Figure 1. Track usage over the die.
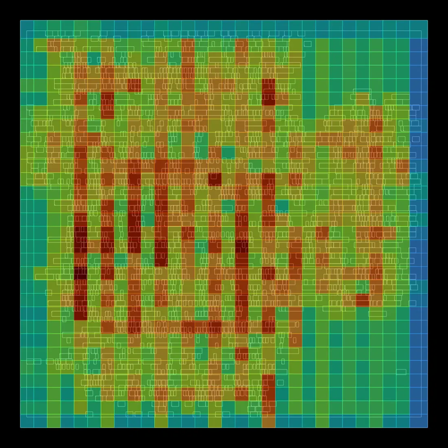
Figure 2. Sequential cells colored by netlist name.
Scale: 2 px per um.
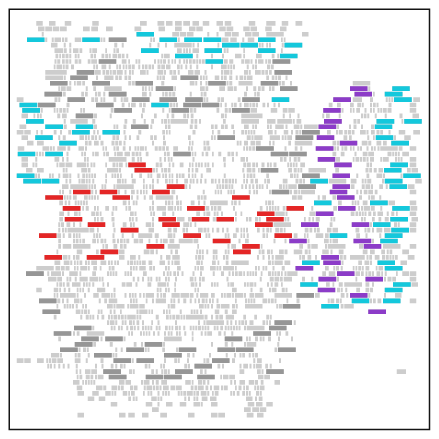
Figure 3. M2 wires.
Scale: 2 px per um.
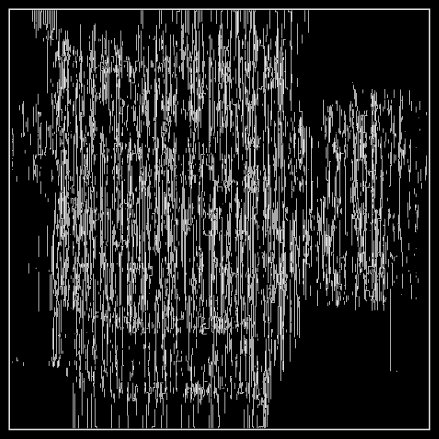
Figure 4. Cell sizes after repair.
Scale: 2 px per um.
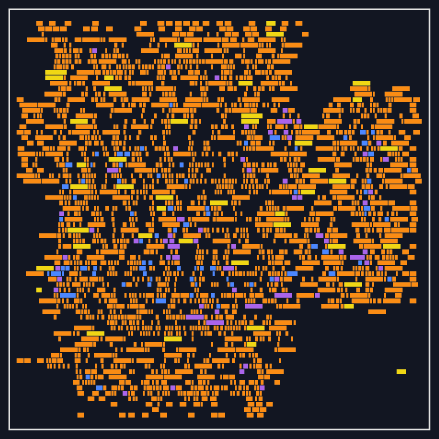
Design div_unit, sky130hd; sources not shown.
==> run_results.csv <==
group,metric,value,unit
clock_network,cts_max_level,1,
timing,finalClockPeriodUsage,94.3,%
final_layout,fin_cells,2857,
setup_path,cp.required,4610,ps
route,firstDrtPassIters,5,
timing,relSlewSlack,24.9,%
floorplan,die_h,209,um
placed_design,io_buffers,134,
floorplan,initial_core_util,35.9,%
placed_design,dp_slack,82.9,ps
grt,antenna_found_initial,0,
route,drt_first_iter_violations,993,
route,drc_errors,0,
floorplan,io_pins,135,
clock_network,ctsRootBufferMaster,"clkbuf_16",
setup_path,cp_max_fo,6,
timing,period_needed,3910,ps
setup_path,reg2regPathDepth,21,
timing,setup_viol,0,
synthesis,syn_inst,2178,
timing,tightest_slew,1130,ps
placed_design,placed_cell_area,0.0165,mm2
job,warning_count,31,
floorplan,die_w,209,um
clock_network,clk_path_buf_depth,3,
final_layout,final_cell_mix,"nand2_1 (603), inv_1 (311), nor2_1 (226), dfrtp_1 (202), o21ai_0 (157)",
setup_path,cp_slowest_cell,"dfrtp_1",
final_layout,finalNetCount,2425,
route,wl_per_cell,15.6,um
grt,grt_remaining_overflow,0,
grt,grt_pass1_wl,71.5,mm
synthesis,yosys.cell_types.count,49,
setup_path,worst_path_largest_cell_delay,410,ps
power_and_ir_drop,vdd.ir_drop.worst,497,uV
synthesis,syn_nets,2289,
synthesis,synthArstFlopShare,100,%
synthesis,edf_count,0,
placed_design,dp_cells,2806,
setup_path,ff2ff_setup_slack,240,ps
setup_path,worstPathArrival,4370,ps
clock_network,clk_latency,550,ps
synthesis,synth_warnings,0,
clock_network,cts_num_sinks,202,
min_path,hp-class,"in2async",
timing,fmax,256,MHz
final_layout,layout_top_cell,"nand2_1",
grt,first_global_vias,13923,
floorplan,core,0.0403,mm2
timing,drv_slew,0,
clock_network,cts_buffers,26,
synthesis,flop_cell,"dfrtp_1",
synthesis,synth_flops,202,
setup_path,start_kind,"register",
final_layout,layout-drive-gt1-share,7.89,%
synthesis,syn_area_per_cell,6.64,um2
outcome,status,"completed",
floorplan,fp.dieArea,0.0438,mm2
-- Figure 1 (at the start) --
met2 Use GR: 34.6%
busiest grt layer: met2
routing usage on met3: 3.38%
Tot GR Track Use: 19.7%
grt met1 use: 24.8%

-- Figure 2 (at the start) --
legend:
  r_quot:
    color: purple
    sequential_cells: 31
    where: right middle
  result_out:
    color: cyan
    sequential_cells: 64
  r_rem:
    color: red
    sequential_cells: 32
not colored: 75
FF/Latch Area: 0.00505 mm2
fin util: 43.8%
sequential cell area share: 28.7%

-- Figure 3 (at the start) --
main direction: vertical
longest straight run: 68.7 um
drt total wl: 44.4 mm
DR vias: 14411

-- Figure 4 (at the start) --
legend:
  drive 1 or less:
    color: orange
    cells: 2148
    share: 92%
  drive 6 and up:
    color: yellow
    cells: 45
    share: 1.9%
  drive 2:
    color: blue
    cells: 78
    share: 3.3%
  drive 3 to 4:
    color: purple
    cells: 61
    share: 2.6%
non-clock buffer count: 185
final setup margin: 238 ps
Design Area, Final: 0.0176 mm2
area grow syn2layout: 21.8%

[per-layer routing]
layer / up-vias / wire length (um) / GRT usage [%]
met5: - / 0 / 0
met4: 0 / 1360 / 5.84
met2: 348 / 21700 / 34.6
met3: 72 / 2310 / 3.38
li1: 7259 / - / -
met1: 6732 / 19100 / 24.8
[cells by family after synthesis]
group	after synthesis	share of synthesized area (%)
AND/OR/NAND/NOR	1051	30.4
AND-OR/OR-AND	414	16.0
buffers and inverters	399	10.8
flip-flops	202	34.9
XOR/XNOR	70	4.24
adder cells (fa/ha/maj)	42	3.68
[Yosys cell counts (all sizes together), types with 24 or more instances]
cell    number  area (um2)
a21oi      116         596
inv        320        1200
ha          41         513
buf         24         154
o21ai      180         916
nand2      633        2450
dfrtp      202        5050
clkbuf      53         199
nand3      102         531
xor2        52         455
o22ai       61         382
nor2       239         930
nor3        33         191
[where the power goes]
part	internal [mW]	switching, mW	leakage, nW
Clock	1.51	0.897	0.450
Combinational	3.83	7.17	5.82
Sequential	2.70	0.460	2.52
[repair_timing]
action	CTS	global route
endpoints found under the setup margin	0	14
buffers inserted	0	5
gates resized	0	30
hold buffers	0	0
[stage by stage]
stage	hold WS, ps	setup TNS, ps
detailed placement	466	0
floorplan	453	0
CTS	235	0
global route	246	-99.1
finish	228	0
global placement	468	0
[final cells by class]
type,count,area [um2]
fill,4160,22700
multi-input combinational,1577,8010
sequential,202,5050
timing repair buffer,185,1780
inverter,322,1210
clock buffer,39,801
tap,525,657
clock inverter,7,116
[critical path: cells and delay by family (launching register included)]
kind / cells / cell delay [ps]
AND-OR/OR-AND: 2 / 220
adder cells (fa/ha/maj): 2 / 550
buffers and inverters: 3 / 260
flip-flops: 1 / 410
AND/OR/NAND/NOR: 14 / 2400
Power and IR drop assume default switching activity.
